met4.png
Scale: 1 px per um.
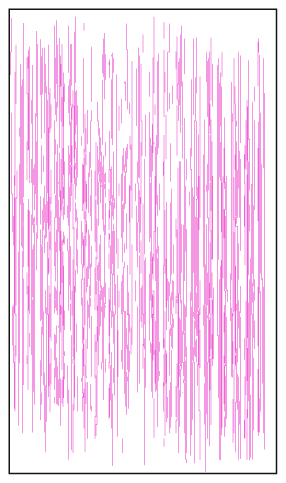
metal_stack.png
Scale: 1 px per um. Only two layers are drawn.
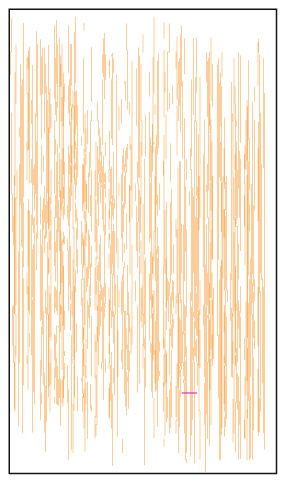
pins.png
Scale: 1 px per um. Pins as bars across the die edge, other pins in grey.
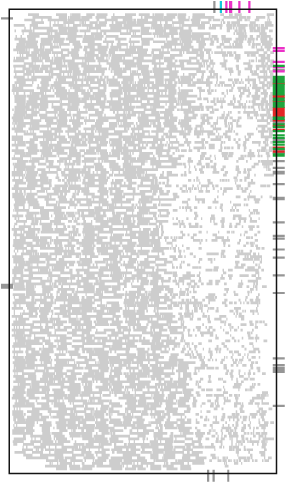
final_clocks.png
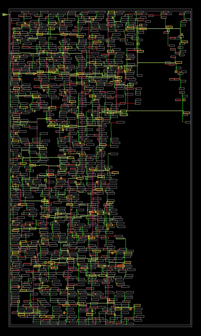
## src/rtl/cybercobra_v2_if.sv

```systemverilog
// Instruction-fetch bus between the CYBERCOBRA_V2 core (master) and instruction memory (slave).
interface cybercobra_v2_if #(
    parameter int IMEM_AW = 10
);
    logic               instr_req_o;
    logic [IMEM_AW-1:0] instr_addr_o;
    logic [31:0]        instr_i;
    logic               instr_valid_i;

    modport master (
        output instr_req_o,
        output instr_addr_o,
        input  instr_i,
        input  instr_valid_i
    );

    modport slave (
        input  instr_req_o,
        input  instr_addr_o,
        output instr_i,
        output instr_valid_i
    );
endinterface

```

## src/rtl/cybercobra_v2.sv

```systemverilog
// CYBERCOBRA_V2 multi-cycle core: FETCH/EXEC/HALT FSM, register file, ALU, PC/branch logic.
// Optional macro CYBERCOBRA_V2_SW_SYNC_EN adds a two-flop synchroniser on sw_i.
module cybercobra_v2 #(
    parameter int DATA_WIDTH = 32,
    parameter int REG_NUM    = 32,
    parameter int IMEM_AW    = 10,
    parameter int SW_WIDTH   = 16
) (
    input  logic                  clk_i,
    input  logic                  rst_i,
    input  logic [SW_WIDTH-1:0]   sw_i,
    cybercobra_v2_if.master       imem,
    output logic [DATA_WIDTH-1:0] out_o,
    output logic                  halted_o
);
    localparam int RA_W = $clog2(REG_NUM);
    localparam int SH_W = $clog2(DATA_WIDTH);

    typedef enum logic [1:0] {
        FETCH,
        EXEC,
        HALT
    } state_t;

    typedef enum logic [4:0] {
        ALU_ADD  = 5'b00000,
        ALU_SUB  = 5'b01000,
        ALU_XOR  = 5'b00100,
        ALU_OR   = 5'b00110,
        ALU_AND  = 5'b00111,
        ALU_SLL  = 5'b00001,
        ALU_SRL  = 5'b00101,
        ALU_SRA  = 5'b01101,
        ALU_SLT  = 5'b00010,
        ALU_SLTU = 5'b00011,
        ALU_EQ   = 5'b11000,
        ALU_NE   = 5'b11001,
        ALU_LT   = 5'b11100,
        ALU_GE   = 5'b11101,
        ALU_LTU  = 5'b11110,
        ALU_GEU  = 5'b11111
    } alu_op_t;

    state_t               state;
    logic [IMEM_AW-1:0]   pc;
    logic [31:0]          ir;
    logic [DATA_WIDTH-1:0] rf [REG_NUM];

    logic                 f_j;
    logic                 f_b;
    logic [1:0]           f_ws;
    logic [4:0]           f_alu_op;
    logic [RA_W-1:0]      f_ra1;
    logic [RA_W-1:0]      f_ra2;
    logic [RA_W-1:0]      f_wa;
    logic [22:0]          f_const;
    logic [7:0]           f_offset;

    assign f_j      = ir[31];
    assign f_b      = ir[30];
    assign f_ws     = ir[29:28];
    assign f_alu_op = ir[27:23];
    assign f_ra1    = ir[18 +: RA_W];
    assign f_ra2    = ir[13 +: RA_W];
    assign f_wa     = ir[0 +: RA_W];
    assign f_const  = ir[27:5];
    assign f_offset = ir[12:5];

    logic [DATA_WIDTH-1:0] rd1;
    logic [DATA_WIDTH-1:0] rd2;

    assign rd1   = (f_ra1 == '0) ? '0 : rf[f_ra1];
    assign rd2   = (f_ra2 == '0) ? '0 : rf[f_ra2];
    assign out_o = rd1;

    // Width adaptation of CONST, switch data and branch offset
    logic [DATA_WIDTH-1:0] const_ext;
    logic [DATA_WIDTH-1:0] sw_ext;
    logic [IMEM_AW-1:0]    offset_ext;
    logic [SW_WIDTH-1:0]   sw_val;

    if (DATA_WIDTH > 23) begin : g_const_sext
        assign const_ext = {{(DATA_WIDTH-23){f_const[22]}}, f_const};
    end else begin : g_const_trunc
        assign const_ext = f_const[DATA_WIDTH-1:0];
    end

    if (DATA_WIDTH > SW_WIDTH) begin : g_sw_zext
        assign sw_ext = {{(DATA_WIDTH-SW_WIDTH){1'b0}}, sw_val};
    end else begin : g_sw_trunc
        assign sw_ext = sw_val[DATA_WIDTH-1:0];
    end

    if (IMEM_AW > 8) begin : g_off_sext
        assign offset_ext = {{(IMEM_AW-8){f_offset[7]}}, f_offset};
    end else begin : g_off_trunc
        // Truncating the offset is exact because the PC wraps modulo 2^IMEM_AW
        assign offset_ext = f_offset[IMEM_AW-1:0];
    end

`ifdef CYBERCOBRA_V2_SW_SYNC_EN
    logic [SW_WIDTH-1:0] sw_meta;
    logic [SW_WIDTH-1:0] sw_sync;

    always_ff @(posedge clk_i) begin
        if (rst_i) begin
            sw_meta <= '0;
            sw_sync <= '0;
        end else begin
            sw_meta <= sw_i;
            sw_sync <= sw_meta;
        end
    end

    assign sw_val = sw_sync;
`else
    assign sw_val = sw_i;
`endif

    logic [DATA_WIDTH-1:0] alu_res;
    logic                  alu_flag;
    logic [SH_W-1:0]       shamt;

    assign shamt = rd2[SH_W-1:0];

    always_comb begin
        alu_res  = '0;
        alu_flag = 1'b0;
        case (f_alu_op)
            ALU_ADD:  alu_res = rd1 + rd2;
            ALU_SUB:  alu_res = rd1 - rd2;
            ALU_XOR:  alu_res = rd1 ^ rd2;
            ALU_OR:   alu_res = rd1 | rd2;
            ALU_AND:  alu_res = rd1 & rd2;
            ALU_SLL:  alu_res = rd1 << shamt;
            ALU_SRL:  alu_res = rd1 >> shamt;
            ALU_SRA:  alu_res = $unsigned($signed(rd1) >>> shamt);
            ALU_SLT:  alu_res = {{(DATA_WIDTH-1){1'b0}}, ($signed(rd1) < $signed(rd2))};
            ALU_SLTU: alu_res = {{(DATA_WIDTH-1){1'b0}}, (rd1 < rd2)};
            ALU_EQ:   alu_flag = (rd1 == rd2);
            ALU_NE:   alu_flag = (rd1 != rd2);
            ALU_LT:   alu_flag = ($signed(rd1) < $signed(rd2));
            ALU_GE:   alu_flag = ($signed(rd1) >= $signed(rd2));
            ALU_LTU:  alu_flag = (rd1 < rd2);
            ALU_GEU:  alu_flag = (rd1 >= rd2);
            default: begin
                alu_res  = '0;
                alu_flag = 1'b0;
            end
        endcase
    end

    logic [DATA_WIDTH-1:0] wr_data;
    logic                  wr_en;
    logic                  halt_cond;
    logic                  take_offset;
    logic [IMEM_AW-1:0]    pc_next;

    always_comb begin
        wr_data = '0;
        case (f_ws)
            2'b00:   wr_data = const_ext;
            2'b01:   wr_data = alu_res;
            2'b10:   wr_data = sw_ext;
            default: wr_data = '0;
        endcase
    end

    assign wr_en       = !f_j && !f_b && (f_ws != 2'b11);
    assign halt_cond   = !f_j && !f_b && (f_ws == 2'b11);
    assign take_offset = f_j || (f_b && alu_flag);
    assign pc_next     = take_offset ? (pc + offset_ext) : (pc + 1'b1);

    assign imem.instr_req_o  = (state == FETCH) && !rst_i;
    assign imem.instr_addr_o = pc;

    always_ff @(posedge clk_i) begin
        if (rst_i) begin
            state    <= FETCH;
            pc       <= '0;
            ir       <= '0;
            halted_o <= 1'b0;
            for (int unsigned i = 0; i < REG_NUM; i++) begin
                rf[i] <= '0;
            end
        end else begin
            case (state)
                FETCH: begin
                    if (imem.instr_valid_i) begin
                        ir    <= imem.instr_i;
                        state <= EXEC;
                    end
                end
                EXEC: begin
                    if (halt_cond) begin
                        state    <= HALT;
                        halted_o <= 1'b1;
                    end else begin
                        if (wr_en && (f_wa != '0)) begin
                            rf[f_wa] <= wr_data;
                        end
                        pc    <= pc_next;
                        state <= FETCH;
                    end
                end
                HALT: begin
                    halted_o <= 1'b1;
                end
                default: state <= FETCH;
            endcase
        end
    end
endmodule
```

## src/flat_wrapper.sv

```systemverilog
// flat-port wrapper written by rule: the top's interface ports become plain ports
module cybercobra_v2_flat 
#(
    parameter int DATA_WIDTH = 32,
    parameter int REG_NUM    = 32,
    parameter int IMEM_AW    = 10,
    parameter int SW_WIDTH   = 16
)
  (clk_i, rst_i, sw_i, out_o, halted_o, imem_instr_req_o, imem_instr_addr_o, imem_instr_i, imem_instr_valid_i);
  cybercobra_v2_if #(.IMEM_AW(IMEM_AW)) imem_i ();
  input  logic clk_i;
  input  logic rst_i;
  input  logic [SW_WIDTH-1:0] sw_i;
  output logic [DATA_WIDTH-1:0] out_o;
  output logic halted_o;
  output wire logic [$bits(imem_i.instr_req_o)-1:0] imem_instr_req_o;
  output wire logic [$bits(imem_i.instr_addr_o)-1:0] imem_instr_addr_o;
  input wire logic [$bits(imem_i.instr_i)-1:0] imem_instr_i;
  input wire logic [$bits(imem_i.instr_valid_i)-1:0] imem_instr_valid_i;
  assign imem_instr_req_o = imem_i.instr_req_o;
  assign imem_instr_addr_o = imem_i.instr_addr_o;
  assign imem_i.instr_i = imem_instr_i;
  assign imem_i.instr_valid_i = imem_instr_valid_i;
  cybercobra_v2 #(.DATA_WIDTH(DATA_WIDTH), .REG_NUM(REG_NUM), .IMEM_AW(IMEM_AW), .SW_WIDTH(SW_WIDTH)) u_core (.clk_i(clk_i), .rst_i(rst_i), .sw_i(sw_i), .imem(imem_i), .out_o(out_o), .halted_o(halted_o));
endmodule
```

## config.mk

```make
export PLATFORM = sky130hd
export DESIGN_NAME = cybercobra_v2_flat
export DESIGN_NICKNAME = d
export VERILOG_FILES = /design/src/rtl/cybercobra_v2_if.sv /design/src/rtl/cybercobra_v2.sv /design/src/flat_wrapper.sv
export SDC_FILE = /design/constraint.sdc
export NUM_CORES = 2
export LEC_CHECK = 0
export CORE_ASPECT_RATIO = 1.75
export CORE_MARGIN = 1.5
export CORE_UTILIZATION = 53
export CTS_BUF_LIST = sky130_fd_sc_hd__clkbuf_16
export DETAILED_ROUTE_END_ITERATION = 10
export PLACE_DENSITY = 0.66
export SLEW_MARGIN = 5
export SYNTH_ARGS = -nofsm -noshare
export SYNTH_HDL_FRONTEND = slang
export SYNTH_SLANG_ARGS = --single-unit
```

## constraint.sdc

```tcl
create_clock -name clk_i -period 11.55 [get_ports clk_i]
set_input_delay 1.155 -clock clk_i [delete_from_list [all_inputs] [get_ports clk_i]]
set_output_delay 1.155 -clock clk_i [all_outputs]
set_load 0.005 [all_outputs]
```

==> flow_summary.yaml <==
# flow metrics
logic_synthesis:
  xor_share: 0.004786
  ys_sh_aoi: 0.09113
  yosys-top-cells-count: "1071 x nor2_1, 1024 x edfxtp_1, 554 x mux4_2"
  synthCells: 5290
  simple_gate_share: 0.1227
  synthMuxAreaShare: 0.2213
  synth-edff-count: 1024
  numSynthFlops: 1079
  synth_area_um2: 64050
  synthTopCellsByArea: "edfxtp_1 48%, mux4_2 19%, nor2_1 6.3%, mux2i_1 2.3%, nand2_1 2.2%"
  async_flop_share: 0
  top_logic_kind: "multiplexers"
  ys.warnings.count: 0
  ys_sh_adder: 0.02125
  synth_area_leader_cell: "edfxtp_1"
  ys_cells: 5290
  postSynthSeqShare: 0.4973
  synth_top_cell_by_count: "nor2_1"
  postSynthAreaPerCell_um2: 12.11
setup_path:
  worst_path_max_delay_cell: "dfxtp_4"
  worstSetupPathType: "reg2reg"
  worst_ep_arrival_time_ns: 9.99
  required_ns: 12.17
  cp_common_cell: "a21oi_1"
  path_buffers: 4
  path_delay_family: "AND-OR/OR-AND gates"
  cp-start-kind: "flip-flop"
  crit_path_end: "u_core.imem.instr_addr_o[9]$_SDFFE_PP0P_"
  r2r_end: "u_core.imem.instr_addr_o[9]$_SDFFE_PP0P_"
global_routing:
  top_usage_layer: "met2"
  grt.met1_usage: 0.5042
  grt_pass1_vias: 51012
  grt_pass1_wl_um: 409300
  globalRouteTotalUtil: 0.4935
  grtUsageMet3: 0.1547
  grt.overflow.total: 0
die:
  ios: 95
  std_cell_rows: 168
  coreArea_um2: 119800
  num_tap_cells: 1530
  initCoreUtil: 0.5346
  die-area_um2: 123000
placement:
  dp_slack_ns: 2.463
  routabilityCongestion: 1.071
  dp_cells: 6663
  dp_hpwl_um: 201400
  post_dp_cell_area_um2: 67100
  portBuffers: 94
detailed_routing:
  dr_wl_met2_um: 138000
  wl_per_cell_um: 44.07
  dr.max_layer_used: "met5"
  met1_length_um: 84480
  ant_nets: 0
  drcViolationCount: 0
  routed_wl_um: 302300
  routed-wl-met3_um: 37310
clock_tree:
  cts_buffer_depth: 3
  cts_buffers: 98
  cts_tree: "built"
  ctsHoldBuffers: 0
  htree_levels: 3
cells_and_area:
  final_cell_mix: "1063 x nor2_1, 1024 x edfxtp_1, 554 x mux4_2"
  nFillCells: 9761
  dominant_cells: "registers"
  layout.nonclk_buf_frac: 0.03935
  utilization: 0.5886
  syn_to_final_growth_pct: 10.11
  diodes: 7
  fin_cells: 6858
  drive_gt1_frac: 0.2030
  comb_area_um2: 30210
  lay_top_count: "nor2_1"
  sh_seq_area: 0.4519
  clkCellAreaFrac: 0.04664
  layout.nets: 5396
  top_register: "u_core.rf"
  num-nonclk-buffers: 314
  largest_register_ff_count: 1024
  num-multi-input-gates: 3629
  nonClockInverterCount: 116
power_and_ir_drop:
  power.internal_w: 0.007245
  p_clk_w: 0.00344
  power.switching_w: 0.004153
  pwr-share-comb: 0.302
  powerDensity_nw_per_um2: 161.6
  total_power_w: 0.01140
  powerSeq_w: 0.00452
  p_leak_nw: 24.14
  switching_share: 0.3644
  power-top-group: "sequential cells"
  comb_power_w: 0.00345
  seqPwrFrac: 0.396
  ir_drop_mv: 0.1544
min_path:
  hold_depth: 2
  hp-start: "u_core.halted_o$_SDFFE_PP0P_"
final_timing:
  worst_hold_slack_ns: 0.4441
  fin_crit_ns: 9.363
  setup_viol: 0
  max_freq_ghz: 0.1068
  finalHoldViolations: 0
  finalMaxSlewViolations: 0
status:
  status: "finished, final reports clean"
job:
  drv_cap: 0
Notes on met4.png above:
The layer carries 42.5 mm of wire. The layer holds 14% of the routed length. 366 nets have wire on it.

Notes on metal_stack.png above:
Orange is met4, wire length 42.5 mm. Magenta is met5, wire length 13.8 um.

Notes on pins.png above:
Green is imem_instr_i, pins 32, direction input, edge east. Red is sw_i, pins 16, direction input, edge east. Magenta is imem_instr_addr_o, pins 10, direction output, edge 5 east, 5 north. Cyan is imem_instr_valid_i, pins 1, direction input, edge north.

Notes on final_clocks.png above:
Insertion Delay late pin: 0.77 ns
# clock sinks: 1079
clock buffer count: 98
flop count: 1079

Power figures rest on the tool's default switching activity, not on a simulated workload.
